`src/rtl/laplacian_stream_scheduler.sv`:
```
// Frame-level sequencer for an external Laplacian cross kernel (4*p5 - p2 - p4 - p6 - p8).
// Accepts a raster-order pixel stream, buffers the two previous lines, presents the 3x3 cross
// window to the kernel and registers one result per interior image position.
//
// Ports
//   clk, rst_n          clock, asynchronous active-low reset
//   start               one-cycle pulse that begins a frame; honoured only when idle
//   in_valid/in_ready   source handshake; in_pixel is the raster-order source pixel
//   k_p2..k_p8          window taps driven to the kernel (north, west, centre, east, south)
//   k_y                 combinational kernel result for the current taps
//   out_valid/out_ready sink handshake; out_pixel is the held result
//   out_last            marks the final result of a frame
//   busy                a frame is in progress
//   done                one-cycle pulse after the final result has been accepted
module laplacian_stream_scheduler #(
    parameter int unsigned IMG_W = 64,
    parameter int unsigned IMG_H = 64,
    parameter int unsigned DW    = 8
) (
    input  logic          clk,
    input  logic          rst_n,
    input  logic          start,
    input  logic          in_valid,
    output logic          in_ready,
    input  logic [DW-1:0] in_pixel,
    output logic [DW-1:0] k_p2,
    output logic [DW-1:0] k_p4,
    output logic [DW-1:0] k_p5,
    output logic [DW-1:0] k_p6,
    output logic [DW-1:0] k_p8,
    input  logic [DW-1:0] k_y,
    output logic          out_valid,
    input  logic          out_ready,
    output logic [DW-1:0] out_pixel,
    output logic          out_last,
    output logic          busy,
    output logic          done
);

    localparam int unsigned CW = (IMG_W > 1) ? $clog2(IMG_W) : 1;
    localparam int unsigned RW = (IMG_H > 1) ? $clog2(IMG_H) : 1;
    localparam logic [CW-1:0] COL_LAST = CW'(IMG_W - 1);
    localparam logic [RW-1:0] ROW_LAST = RW'(IMG_H - 1);

    typedef enum logic [1:0] {StIdle, StRun, StFlush, StDone} state_e;

    state_e state_q, state_d;

    logic [RW-1:0] row_q;
    logic [CW-1:0] col_q;

    // lb1_q holds line r-1 and lb2_q line r-2 at the column about to be accepted; each slot
    // is overwritten only once its old value has been moved down a line.
    logic [DW-1:0] lb1_q [IMG_W];
    logic [DW-1:0] lb2_q [IMG_W];

    // Column taps: values read out of the line buffers (and the input) at earlier columns.
    logic [DW-1:0] n_tap_q;   // line r-2, column c-1
    logic [DW-1:0] w0_tap_q;  // line r-1, column c-1
    logic [DW-1:0] w1_tap_q;  // line r-1, column c-2
    logic [DW-1:0] s_tap_q;   // line r,   column c-1

    logic          out_valid_q;
    logic          out_last_q;
    logic [DW-1:0] out_pixel_q;

    logic accept;
    logic last_pix;
    logic interior;

    always_comb begin
        in_ready = (state_q == StRun) && (!out_valid_q || out_ready);
        accept   = in_valid && in_ready;
        last_pix = (row_q == ROW_LAST) && (col_q == COL_LAST);
        // Rows 0-1 and columns 0-1 never complete a window, so stale line data is never used.
        interior = (row_q >= RW'(2)) && (col_q >= CW'(2));
        busy     = (state_q != StIdle);
        done     = (state_q == StDone);
        k_p2     = n_tap_q;
        k_p4     = w1_tap_q;
        k_p5     = w0_tap_q;
        k_p6     = lb1_q[col_q];
        k_p8     = s_tap_q;
        out_valid = out_valid_q;
        out_last  = out_last_q;
        out_pixel = out_pixel_q;
    end

    always_comb begin
        state_d = state_q;
        unique case (state_q)
            StIdle:  if (start) state_d = StRun;
            StRun:   if (accept && last_pix) state_d = StFlush;
            StFlush: if (out_valid_q && out_ready) state_d = StDone;
            StDone:  state_d = StIdle;
        endcase
    end

    always_ff @(posedge clk or negedge rst_n) begin
        if (!rst_n) begin
            state_q <= StIdle;
        end else begin
            state_q <= state_d;
        end
    end

    // Position counters.
    always_ff @(posedge clk or negedge rst_n) begin
        if (!rst_n) begin
            row_q <= '0;
            col_q <= '0;
        end else if (state_q == StIdle && start) begin
            row_q <= '0;
            col_q <= '0;
        end else if (accept) begin
            if (col_q == COL_LAST) begin
                col_q <= '0;
                row_q <= row_q + 1'b1;
            end else begin
                col_q <= col_q + 1'b1;
            end
        end
    end

    // Line buffers and column taps.
    always_ff @(posedge clk or negedge rst_n) begin
        if (!rst_n) begin
            for (int unsigned i = 0; i < IMG_W; i++) begin
                lb1_q[i] <= '0;
                lb2_q[i] <= '0;
            end
            n_tap_q  <= '0;
            w0_tap_q <= '0;
            w1_tap_q <= '0;
            s_tap_q  <= '0;
        end else if (accept) begin
            lb2_q[col_q] <= lb1_q[col_q];
            lb1_q[col_q] <= in_pixel;
            n_tap_q      <= lb2_q[col_q];
            w1_tap_q     <= w0_tap_q;
            w0_tap_q     <= lb1_q[col_q];
            s_tap_q      <= in_pixel;
        end
    end

    // Output register: a new interior result may replace the held one in the same cycle it
    // is consumed, because in_ready already requires the old one to be leaving.
    always_ff @(posedge clk or negedge rst_n) begin
        if (!rst_n) begin
            out_valid_q <= 1'b0;
            out_last_q  <= 1'b0;
            out_pixel_q <= '0;
        end else if (accept && interior) begin
            out_valid_q <= 1'b1;
            out_last_q  <= last_pix;
            out_pixel_q <= k_y;
        end else if (out_ready) begin
            out_valid_q <= 1'b0;
            out_last_q  <= 1'b0;
        end
    end

endmodule
```
`config.mk`:
```
export PLATFORM = sky130hd
export DESIGN_NAME = laplacian_stream_scheduler
export DESIGN_NICKNAME = d
export VERILOG_FILES = /design/src/rtl/laplacian_stream_scheduler.sv
export SDC_FILE = /design/constraint.sdc
export NUM_CORES = 2
export LEC_CHECK = 0
export ABC_CLOCK_PERIOD_IN_PS = 10300
export CAP_MARGIN = 10
export CORE_MARGIN = 2
export CORE_UTILIZATION = 30
export CTS_CLUSTER_SIZE = 10
export DETAILED_ROUTE_END_ITERATION = 10
export GPL_TIMING_DRIVEN = 0
export SYNTH_ARGS = -nofsm -noshare
export SYNTH_HDL_FRONTEND = slang
export SYNTH_SLANG_ARGS = --single-unit
```
`constraint.sdc`:
```
create_clock -name clk -period 10.3 [get_ports clk]
set_clock_uncertainty 0.05 [all_clocks]
set_input_delay 3.09 -clock clk [delete_from_list [all_inputs] [get_ports clk]]
set_output_delay 3.09 -clock clk [all_outputs]
set_load 0.02 [all_outputs]
```
Figure 1. Clock network drawn from the DEF.
Scale bar: 100 um.
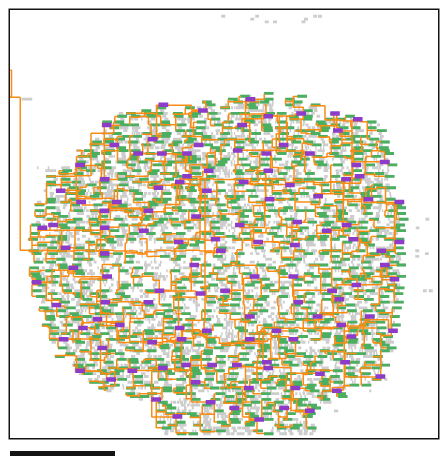
[clock wires] orange | length: 14700 um
[flip-flops] green | count: 1080
[clock-net drivers] purple | count: 121
routed clock nets: 122

Figure 2. Placed cells, one color a class.
Scale bar: 100 um.
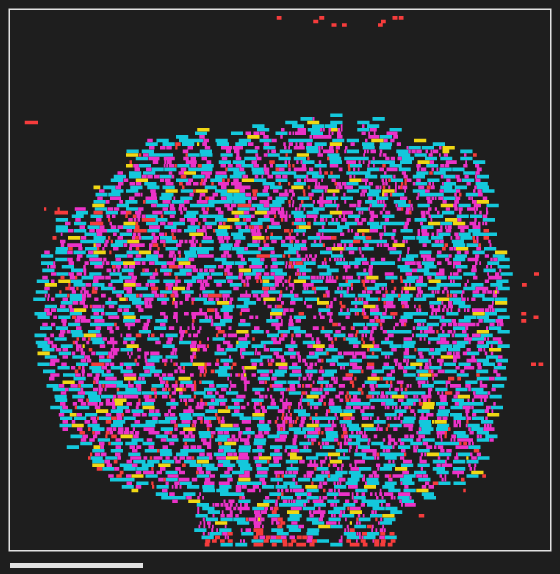
| class | color | cells | share of their area |
|---|---|---|---|
| remaining buffers and delay cells | red | 500 | 6.0% |
| clock drivers and dummy loads | yellow | 153 | 6.4% |
| remaining logic cells | magenta | 2741 | 37% |
| registers | cyan | 1080 | 51% |
core region area: 161000 um^2
sequential portion of the cell area: 0.483
final core occ: 0.348
Design Area, Final: 56000 um^2

Figure 3. Clock routing.
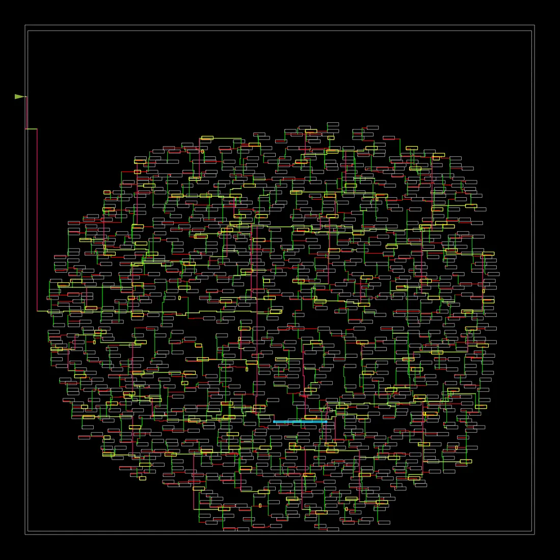
number of clock buffers inserted by TritonCTS: 121
total of clock buffers placed in the layout: 151
Num Clock Sinks: 1080

Figure 4. Logic cells by family.
Scale bar: 100 um.
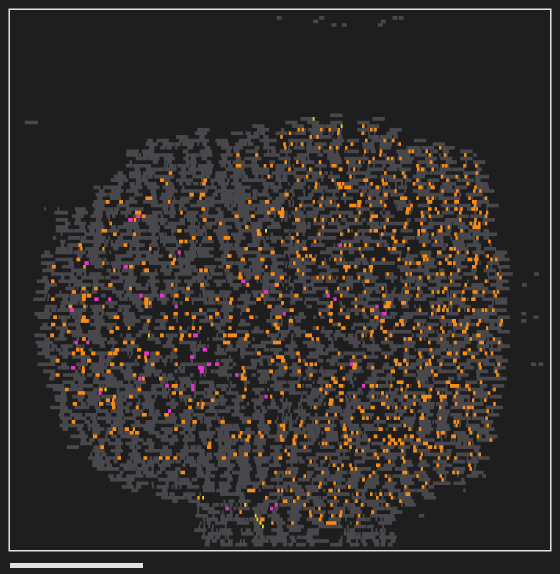
| family | color | cells |
|---|---|---|
| and/or cells | magenta | 44 |
| inv cells | yellow | 11 |
| aoi and oai cells | orange | 989 |
share of cell area taken by multi-input logic gates: 0.350
number of cells in the finished layout apart from fillers: 6649
top logic cell by instance count in the layout: dfrtp_1

==> Flow_metrics.wiki <==
== Run summary ==
{| class="wikitable"
! Metric !! Value
|-
| Peak Freq || just over 100 MHz
|-
| DR iter-0 viols || between 6000 and 7000
|-
| Avg Inst Size Synth || 11.5 um^2
|-
| Cts-stage hold buffer count || 0
|-
| CTS tree || built
|-
| Antenna violations before repair || 15
|-
| Via count of the first global-routing pass || a little under 40000
|-
| Clock root buffer || clkbuf_16
|-
| Launching element type of the critical path || register
|-
| Via density per instance || between 6 and 7
|-
| Synthesized instance count || 4232
|-
| Yosys-reported design area after synthesis || 48700 um^2
|-
| Most common cell in the netlist || dfrtp_1
|-
| Number of cells in the yosys synthesis report || 4232
|-
| Psw || 5.81 mW
|-
| Maximum buffer depth of the clock tree || 3
|-
| Design internal power || 8.06 mW
|-
| Result of the run || completed
|-
| EDFF count, synth || 0
|-
| Combinational cell fraction of total power || 0.371
|-
| Syn. warnings || 0
|-
| Dpl cells || 6476
|}
[per-layer routing]
| layer | routed length, um | share of wire |
|---|---|---|
| met5 | 207 | 0.00089 |
| met2 | 96200 | 0.41 |
| met1 | 88500 | 0.38 |
| met3 | 30100 | 0.13 |
| met4 | 18300 | 0.079 |
[cell usage in the layout, fill, tap and decap left out, drive strengths merged, types with 10 or more instances in the layout]
cell           Yosys  layout
a31oi             16      16
nor4              10      10
nand3             22      22
a221o             14      14
diode              0      15
a21oi            491     491
mux4              50      50
nor2             560     560
clkbuf           149     300
o21ai            116     116
nand3b            22      22
clkdlybuf4s50      0      64
mux2i            106     106
a221oi            86      86
o32ai             14      14
a22oi            145     145
a211oi            11      11
o221ai            12      12
nand2            216     216
o22ai             62      62
and3              15      15
buf              262     287
mux2             589     589
dfrtp           1080    1080
o22a              10      10
inv               11      11
nor3              13      13
a22o              21      21
[state kept, by name (all words and copies together) (netlist names), 8 cells and up]
register and count:
k_p2 8, k_p8 8, k_p4 8, out_pixel 8
lb2_q 512, k_p5 8, lb1_q 512
[cells by family after synthesis]
kind of cell | count (synthesis) | synth area share
mux | 745 | 0.181
simple gates | 915 | 0.0808
fa+ha+maj | 8 | 0.00205
compound gates | 1055 | 0.136
xor+xnor | 7 | 0.00126
buf+inv | 422 | 0.0443
flops | 1080 | 0.554
[power groups by stage]
| stage | clock network [mW] | registers, mW | logic, mW |
|---|---|---|---|
| 6_report | 4.00 | 4.72 | 5.14 |
| 5_1_grt | 4.16 | 4.75 | 5.07 |
| 4_1_cts | 3.98 | 4.72 | 4.87 |
| 3_5_place_dp | 0 | 4.79 | 4.85 |
| 3_3_place_gp | 0 | 4.81 | 4.80 |
| 2_1_floorplan | 0 | 4.82 | 2.15 |
[area by class of cell]
cell class              count  area, um^2
flip-flops and latches   1080       27000
well taps                2160        2700
diodes                     15        37.5
repair buffers             89        1090
clock inverters             2        21.3
fillers                 16000      105000
clock buffers             151        3370
multi-input cells        2730       19600
plain buffers             411        2120
inverters                  11        41.3
[final timing paths]
| path | slack, ns | from | depth (start not counted) | to |
|---|---|---|---|---|
| min in group asynchronous | 2.16 | rst_n | 1 | lb1_q[393] |
| max in group asynchronous | 4.86 | rst_n | 5 | lb2_q[292] |
| max reg2reg | 4.69 | col_q[1] | 9 | lb1_q[270] |
| min reg2reg | 0.42 | lb2_q[173] | 2 | lb2_q[173] |
| max | 0.57 | col_q[1] | 11 | k_p6[0] |
| min | 0.42 | lb2_q[173] | 2 | lb2_q[173] |
[metrics by stage]
step                worst slack [ns]   util
finish                         0.572  0.348
global route                   0.740  0.348
CTS                            0.514  0.347
detailed placement              1.32  0.326
global placement              -43.69  0.324
floorplan                       3.69      -
[worst max-delay path: stages (launching register included)]
cell and delay, ns:
dfrtp_1 0.53, buf_4 0.29, buf_2 0.25, buf_4 0.35
buf_2 0.58, buf_2 0.55, buf_2 0.62, o221ai_1 0.27
a22oi_2 0.91, buf_2 0.48, nand3_1 0.31, clkdlybuf4s50_1 0.63
Power figures rest on the tool's default switching activity, not on a simulated workload.
